===== src/rtl/pwm_pkg.sv =====
// pwm_pkg: shared constants and types for the multi-channel pulse generator.
//   - per-channel register byte offsets
//   - ctrl / status bit positions
//   - register defaults applied on reset, init and soft reset
//   - channel FSM state type
package pwm_pkg;

  localparam logic [3:0] OFS_CTRL   = 4'd0;
  localparam logic [3:0] OFS_STATUS = 4'd1;
  localparam logic [3:0] OFS_ZERO   = 4'd2;
  localparam logic [3:0] OFS_SIGNAL = 4'd6;
  localparam logic [3:0] OFS_BURST  = 4'd10;

  localparam int CTRL_EN    = 0;
  localparam int CTRL_BURST = 1;
  localparam int CTRL_INV   = 2;
  localparam int CTRL_SRST  = 3;

  localparam int STAT_BUSY  = 0;
  localparam int STAT_DONE  = 1;

  localparam logic [31:0] DEF_ZERO   = 32'h0000_C345;
  localparam logic [31:0] DEF_SIGNAL = 32'h0000_000A;
  localparam logic [7:0]  DEF_BURST  = 8'd1;

  typedef enum logic {
    IDLE = 1'b0,
    RUN  = 1'b1
  } chan_state_t;

endpackage


===== src/rtl/pwm_chan.sv =====
// pwm_chan: one pulse-width channel. Holds its register bank, the shadow
// copies used by the running period, the IDLE/RUN FSM, the period counter
// and the registered output.
//   clk, res_n      clock, async active-low reset
//   init            synchronous restore to defaults
//   sel             this channel is addressed by the bus this cycle
//   ofs             byte offset inside the channel window
//   we / wdata      byte write
//   we32 / wdata32  whole-word write of zero (ofs 2) or signal (ofs 6)
//   rdata           combinational read byte for ofs (registered at top)
//   out, done       PWM output and sticky burst-complete flag
//
// state | meaning
// ------+-----------------------------------------------------------
// IDLE  | not generating; out = invert; waits for enable
// RUN   | counting k over the period, out = active ^ invert
module pwm_chan
  import pwm_pkg::*;
#(
  parameter int CNT_W = 32
) (
  input  logic             clk,
  input  logic             res_n,
  input  logic             init,
  input  logic             sel,
  input  logic [3:0]       ofs,
  input  logic             we,
  input  logic [7:0]       wdata,
  input  logic             we32,
  input  logic [CNT_W-1:0] wdata32,
  output logic [7:0]       rdata,
  output logic             out,
  output logic             done
);

  localparam int NB = CNT_W / 8;
  localparam int KW = CNT_W + 1;
  localparam logic [KW-1:0] K_ONE = KW'(1);

  chan_state_t      state_q, state_d;
  logic             en_q, en_d;
  logic             bmode_q, bmode_d;
  logic             inv_q, inv_d;
  logic             done_q, done_d;
  logic [CNT_W-1:0] zero_q, zero_d;
  logic [CNT_W-1:0] signal_q, signal_d;
  logic [7:0]       burst_q, burst_d;
  logic [CNT_W-1:0] zs_q, zs_d;
  logic [CNT_W-1:0] ss_q, ss_d;
  logic [7:0]       bs_q, bs_d;
  logic [KW-1:0]    k_q, k_d;
  logic             out_q, out_d;

  logic [KW-1:0] sum_q, sum_d;
  logic          period_last;
  logic          done_set;
  logic          wr_ctrl, wr_status, srst;

  always_comb begin
    state_d  = state_q;
    en_d     = en_q;
    bmode_d  = bmode_q;
    inv_d    = inv_q;
    done_d   = done_q;
    zero_d   = zero_q;
    signal_d = signal_q;
    burst_d  = burst_q;
    zs_d     = zs_q;
    ss_d     = ss_q;
    bs_d     = bs_q;
    k_d      = k_q;
    done_set = 1'b0;

    // Period length in CNT_W+1 bits; an all-zero period behaves as P = 1.
    sum_q       = {1'b0, zs_q} + {1'b0, ss_q};
    period_last = (sum_q == '0) ? 1'b1 : (k_q == sum_q - K_ONE);

    wr_ctrl   = we && sel && (ofs == OFS_CTRL);
    wr_status = we && sel && (ofs == OFS_STATUS);
    srst      = wr_ctrl && wdata[CTRL_SRST];

    // FSM (lowest precedence)
    unique case (state_q)
      IDLE: begin
        if (en_q) begin
          state_d = RUN;
          zs_d    = zero_q;
          ss_d    = signal_q;
          bs_d    = (burst_q == 8'd0) ? 8'd1 : burst_q;
          k_d     = '0;
          done_d  = 1'b0;
        end
      end
      RUN: begin
        if (!en_q) begin
          state_d = IDLE;
          k_d     = '0;
        end else if (period_last) begin
          // Shadows only change here, so a running period is never disturbed.
          k_d  = '0;
          zs_d = zero_q;
          ss_d = signal_q;
          if (bmode_q) begin
            bs_d = bs_q - 8'd1;
            if (bs_q == 8'd1) begin
              done_d   = 1'b1;
              done_set = 1'b1;
              en_d     = 1'b0;
              state_d  = IDLE;
            end
          end
        end else begin
          k_d = k_q + K_ONE;
        end
      end
      default: state_d = IDLE;
    endcase

    // Bus writes override the FSM, except that a done being set beats W1C.
    if (wr_ctrl) begin
      en_d    = wdata[CTRL_EN];
      bmode_d = wdata[CTRL_BURST];
      inv_d   = wdata[CTRL_INV];
    end
    if (wr_status && wdata[STAT_DONE] && !done_set) done_d = 1'b0;
    if (we && sel && (ofs == OFS_BURST)) burst_d = wdata;
    for (int b = 0; b < NB; b++) begin
      if (we && sel && (ofs == OFS_ZERO + 4'(b)))   zero_d[8*b +: 8]   = wdata;
      if (we && sel && (ofs == OFS_SIGNAL + 4'(b))) signal_d[8*b +: 8] = wdata;
    end
    // Word write lands after the byte write so it wins on any overlap.
    if (we32 && sel && (ofs == OFS_ZERO))   zero_d   = wdata32;
    if (we32 && sel && (ofs == OFS_SIGNAL)) signal_d = wdata32;

    if (init || srst) begin
      state_d  = IDLE;
      en_d     = 1'b0;
      bmode_d  = 1'b0;
      inv_d    = 1'b0;
      done_d   = 1'b0;
      zero_d   = DEF_ZERO[CNT_W-1:0];
      signal_d = DEF_SIGNAL[CNT_W-1:0];
      burst_d  = DEF_BURST;
      zs_d     = '0;
      ss_d     = '0;
      bs_d     = '0;
      k_d      = '0;
    end

    // out is computed from the next counter/shadow values so the flop shows
    // the phase of the cycle that follows the edge.
    sum_d = {1'b0, zs_d} + {1'b0, ss_d};
    out_d = ((state_d == RUN) && (k_d >= {1'b0, zs_d}) && (k_d < sum_d)) ^ inv_q;
    if (init || srst) out_d = 1'b0;
  end

  always_ff @(posedge clk or negedge res_n) begin
    if (!res_n) begin
      state_q  <= IDLE;
      en_q     <= 1'b0;
      bmode_q  <= 1'b0;
      inv_q    <= 1'b0;
      done_q   <= 1'b0;
      zero_q   <= DEF_ZERO[CNT_W-1:0];
      signal_q <= DEF_SIGNAL[CNT_W-1:0];
      burst_q  <= DEF_BURST;
      zs_q     <= '0;
      ss_q     <= '0;
      bs_q     <= '0;
      k_q      <= '0;
      out_q    <= 1'b0;
    end else begin
      state_q  <= state_d;
      en_q     <= en_d;
      bmode_q  <= bmode_d;
      inv_q    <= inv_d;
      done_q   <= done_d;
      zero_q   <= zero_d;
      signal_q <= signal_d;
      burst_q  <= burst_d;
      zs_q     <= zs_d;
      ss_q     <= ss_d;
      bs_q     <= bs_d;
      k_q      <= k_d;
      out_q    <= out_d;
    end
  end

  always_comb begin
    rdata = 8'h00;
    unique case (ofs)
      OFS_CTRL:   rdata = {5'b0, inv_q, bmode_q, en_q};
      OFS_STATUS: rdata = {6'b0, done_q, (state_q == RUN)};
      OFS_BURST:  rdata = burst_q;
      default:    rdata = 8'h00;
    endcase
    for (int b = 0; b < NB; b++) begin
      if (ofs == OFS_ZERO + 4'(b))   rdata = zero_q[8*b +: 8];
      if (ofs == OFS_SIGNAL + 4'(b)) rdata = signal_q[8*b +: 8];
    end
  end

  assign out  = out_q;
  assign done = done_q;

endmodule


===== src/rtl/pwm_multi.sv =====
// pwm_multi: CH-channel pulse-width generator on the 8-bit register bus.
//   clk, res_n           clock, async active-low reset
//   addr                 byte address; channel c at BASE+16*c .. +15
//   data_in, we          byte write
//   we32, data_in32      word write (truncated to CNT_W)
//   init                 synchronous restore of all channels
//   data_out             registered read byte, held on unmapped addresses
//   out[CH], done[CH]    per-channel PWM output and burst-complete flag
module pwm_multi
  import pwm_pkg::*;
#(
  parameter int         CH    = 4,
  parameter int         CNT_W = 32,
  parameter logic [7:0] BASE  = 8'h40
) (
  input  logic          clk,
  input  logic          res_n,
  input  logic [7:0]    addr,
  input  logic [7:0]    data_in,
  output logic [7:0]    data_out,
  input  logic          we,
  input  logic          init,
  input  logic          we32,
  input  logic [31:0]   data_in32,
  output logic [CH-1:0] out,
  output logic [CH-1:0] done
);

  logic [8:0]    rel;
  logic          hit;
  logic [CH-1:0] sel;
  logic [7:0]    rd_data [CH];
  logic [7:0]    data_out_q, data_out_d;

  // Decode in 9 bits so a window reaching past 8'hFF does not wrap.
  always_comb begin
    rel = {1'b0, addr} - {1'b0, BASE};
    hit = (addr >= BASE) && (rel < 9'(16 * CH));
    sel = '0;
    for (int c = 0; c < CH; c++) begin
      if (hit && (rel[8:4] == 5'(c))) sel[c] = 1'b1;
    end
  end

  for (genvar c = 0; c < CH; c++) begin : g_chan
    pwm_chan #(.CNT_W(CNT_W)) u_chan (
      .clk     (clk),
      .res_n   (res_n),
      .init    (init),
      .sel     (sel[c]),
      .ofs     (rel[3:0]),
      .we      (we),
      .wdata   (data_in),
      .we32    (we32),
      .wdata32 (data_in32[CNT_W-1:0]),
      .rdata   (rd_data[c]),
      .out     (out[c]),
      .done    (done[c])
    );
  end

  always_comb begin
    data_out_d = data_out_q;
    for (int c = 0; c < CH; c++) begin
      if (sel[c]) data_out_d = rd_data[c];
    end
  end

  always_ff @(posedge clk or negedge res_n) begin
    if (!res_n) data_out_q <= 8'h00;
    else        data_out_q <= data_out_d;
  end

  assign data_out = data_out_q;

endmodule


===== config.mk =====
export PLATFORM = sky130hd
export DESIGN_NAME = pwm_multi
export DESIGN_NICKNAME = d
export VERILOG_FILES = /design/src/rtl/pwm_pkg.sv /design/src/rtl/pwm_chan.sv /design/src/rtl/pwm_multi.sv
export SDC_FILE = /design/constraint.sdc
export NUM_CORES = 2
export LEC_CHECK = 0
export CAP_MARGIN = 15
export CORE_ASPECT_RATIO = 0.8
export CORE_UTILIZATION = 32
export CTS_CLUSTER_DIAMETER = 80
export CTS_CLUSTER_SIZE = 40
export DETAILED_ROUTE_END_ITERATION = 12
export PLACE_DENSITY_LB_ADDON = 0.12
export SYNTH_ARGS = -nofsm -noshare
export SYNTH_HDL_FRONTEND = slang
export SYNTH_HIERARCHICAL = 1
export SYNTH_SLANG_ARGS = --single-unit

===== constraint.sdc =====
create_clock -name clk -period 22.5 [get_ports clk]
set_input_delay 4.5 -clock clk [delete_from_list [all_inputs] [get_ports clk]]
set_output_delay 4.5 -clock clk [all_outputs]
set_load 0.005 [all_outputs]

==> reports/summary.txt <==
outcome: finished, final reports clean
fillers: 20600
clock buffer count: 51
fin crit period: 13.20 ns
clock network power: 1.16 mW
first-pass GRT wire length: 387000 µm
Final #Nets: 8033
Largest logic family: AND-OR/OR-AND gates
CP startpoint kind: primary input
Levels on crit path: 30
met3 wire len: 16200 µm
CP delay by family, top: simple AND/OR/NAND/NOR gates
Top Consumer: sequential cells
design area: 69300 µm²
Setup Buffers After CTS: 0
routed vias/inst: 5.87
Largest Register: g_chan.u_chan/k_q
register area: 18600 µm²
DRC: 0
Slew Limit Headroom: 16.7%
Flops after synth: 740
Well-Tap Cells: 2664
Starting Density: 32.2%
FF-to-FF End: g_chan[2].u_chan/out
DRT Pass-1 Iters: 8
Seq pwr share: 50.0%
DP Cell Count: 10100
OpenROAD warning count: 34
crit-path max FO: 68
Comb. pwr: 0.247 mW
share of cells above drive strength 1: 6.29%
pwr/cell area: 40.7 nW/µm²
number of I/O pins: 69
Clock-cell share: 2.95%
post_cts resized: 0
uppermost layer routed: met5
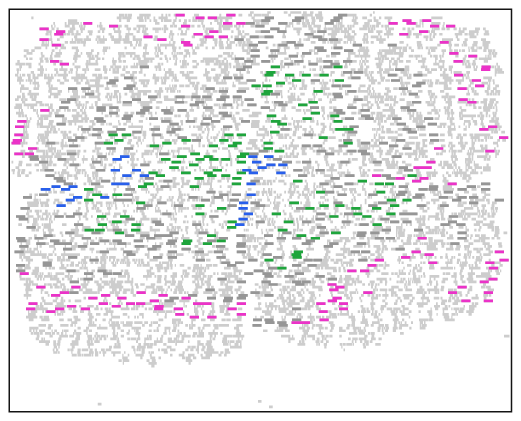
Figure 1: sequential cells grouped by signal name.
Scale: 1 px per µm. Other sequential cells in the stronger gray, the rest of the logic in the fainter gray.
[g_chan.u_chan/zero_q] green | placed flops: 128
[g_chan.u_chan/burst_q] blue | placed flops: 32
[g_chan.u_chan/k_q] magenta | placed flops: 132 | where: all over the die

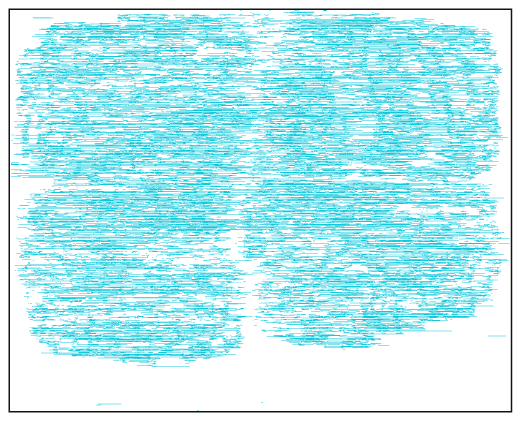
Figure 2: M1 wires.
Scale: 1 px per µm.
nets with wire on the layer: 7706
wire length on this layer: 132 mm
share of all routed wire: 50%
routed wire length: 263000 µm
DR vias: 59600
met1 GRT Util: 40.1%

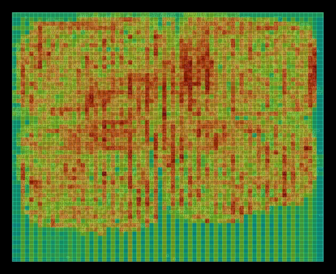
Figure 3: routing congestion.
met2 usage: 36.1%
met3 GRT Util: 2.88%
drt wl/cell: 25.9 µm
gr busiest metal: met1
Core Util, Final: 35.0%

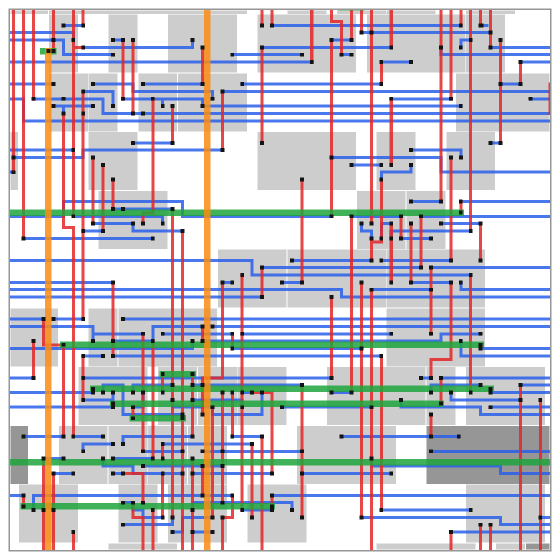
Figure 4: zoomed window.
Region (363, 288) to (388, 313) µm. Cells in gray, sequential cells in the stronger gray; small squares are vias.
[met1] blue
[met3] green
[met2] red
[met4] orange
sequential cells in the window: 1
netlist names of flops here include: g_chan.u_chan/ss_q (1)
cells with their middle in the window: 42
most frequent: ha_1 (10), nor2_1 (5), a21oi_1 (5)

Power figures rest on the tool's default switching activity, not on a simulated workload.
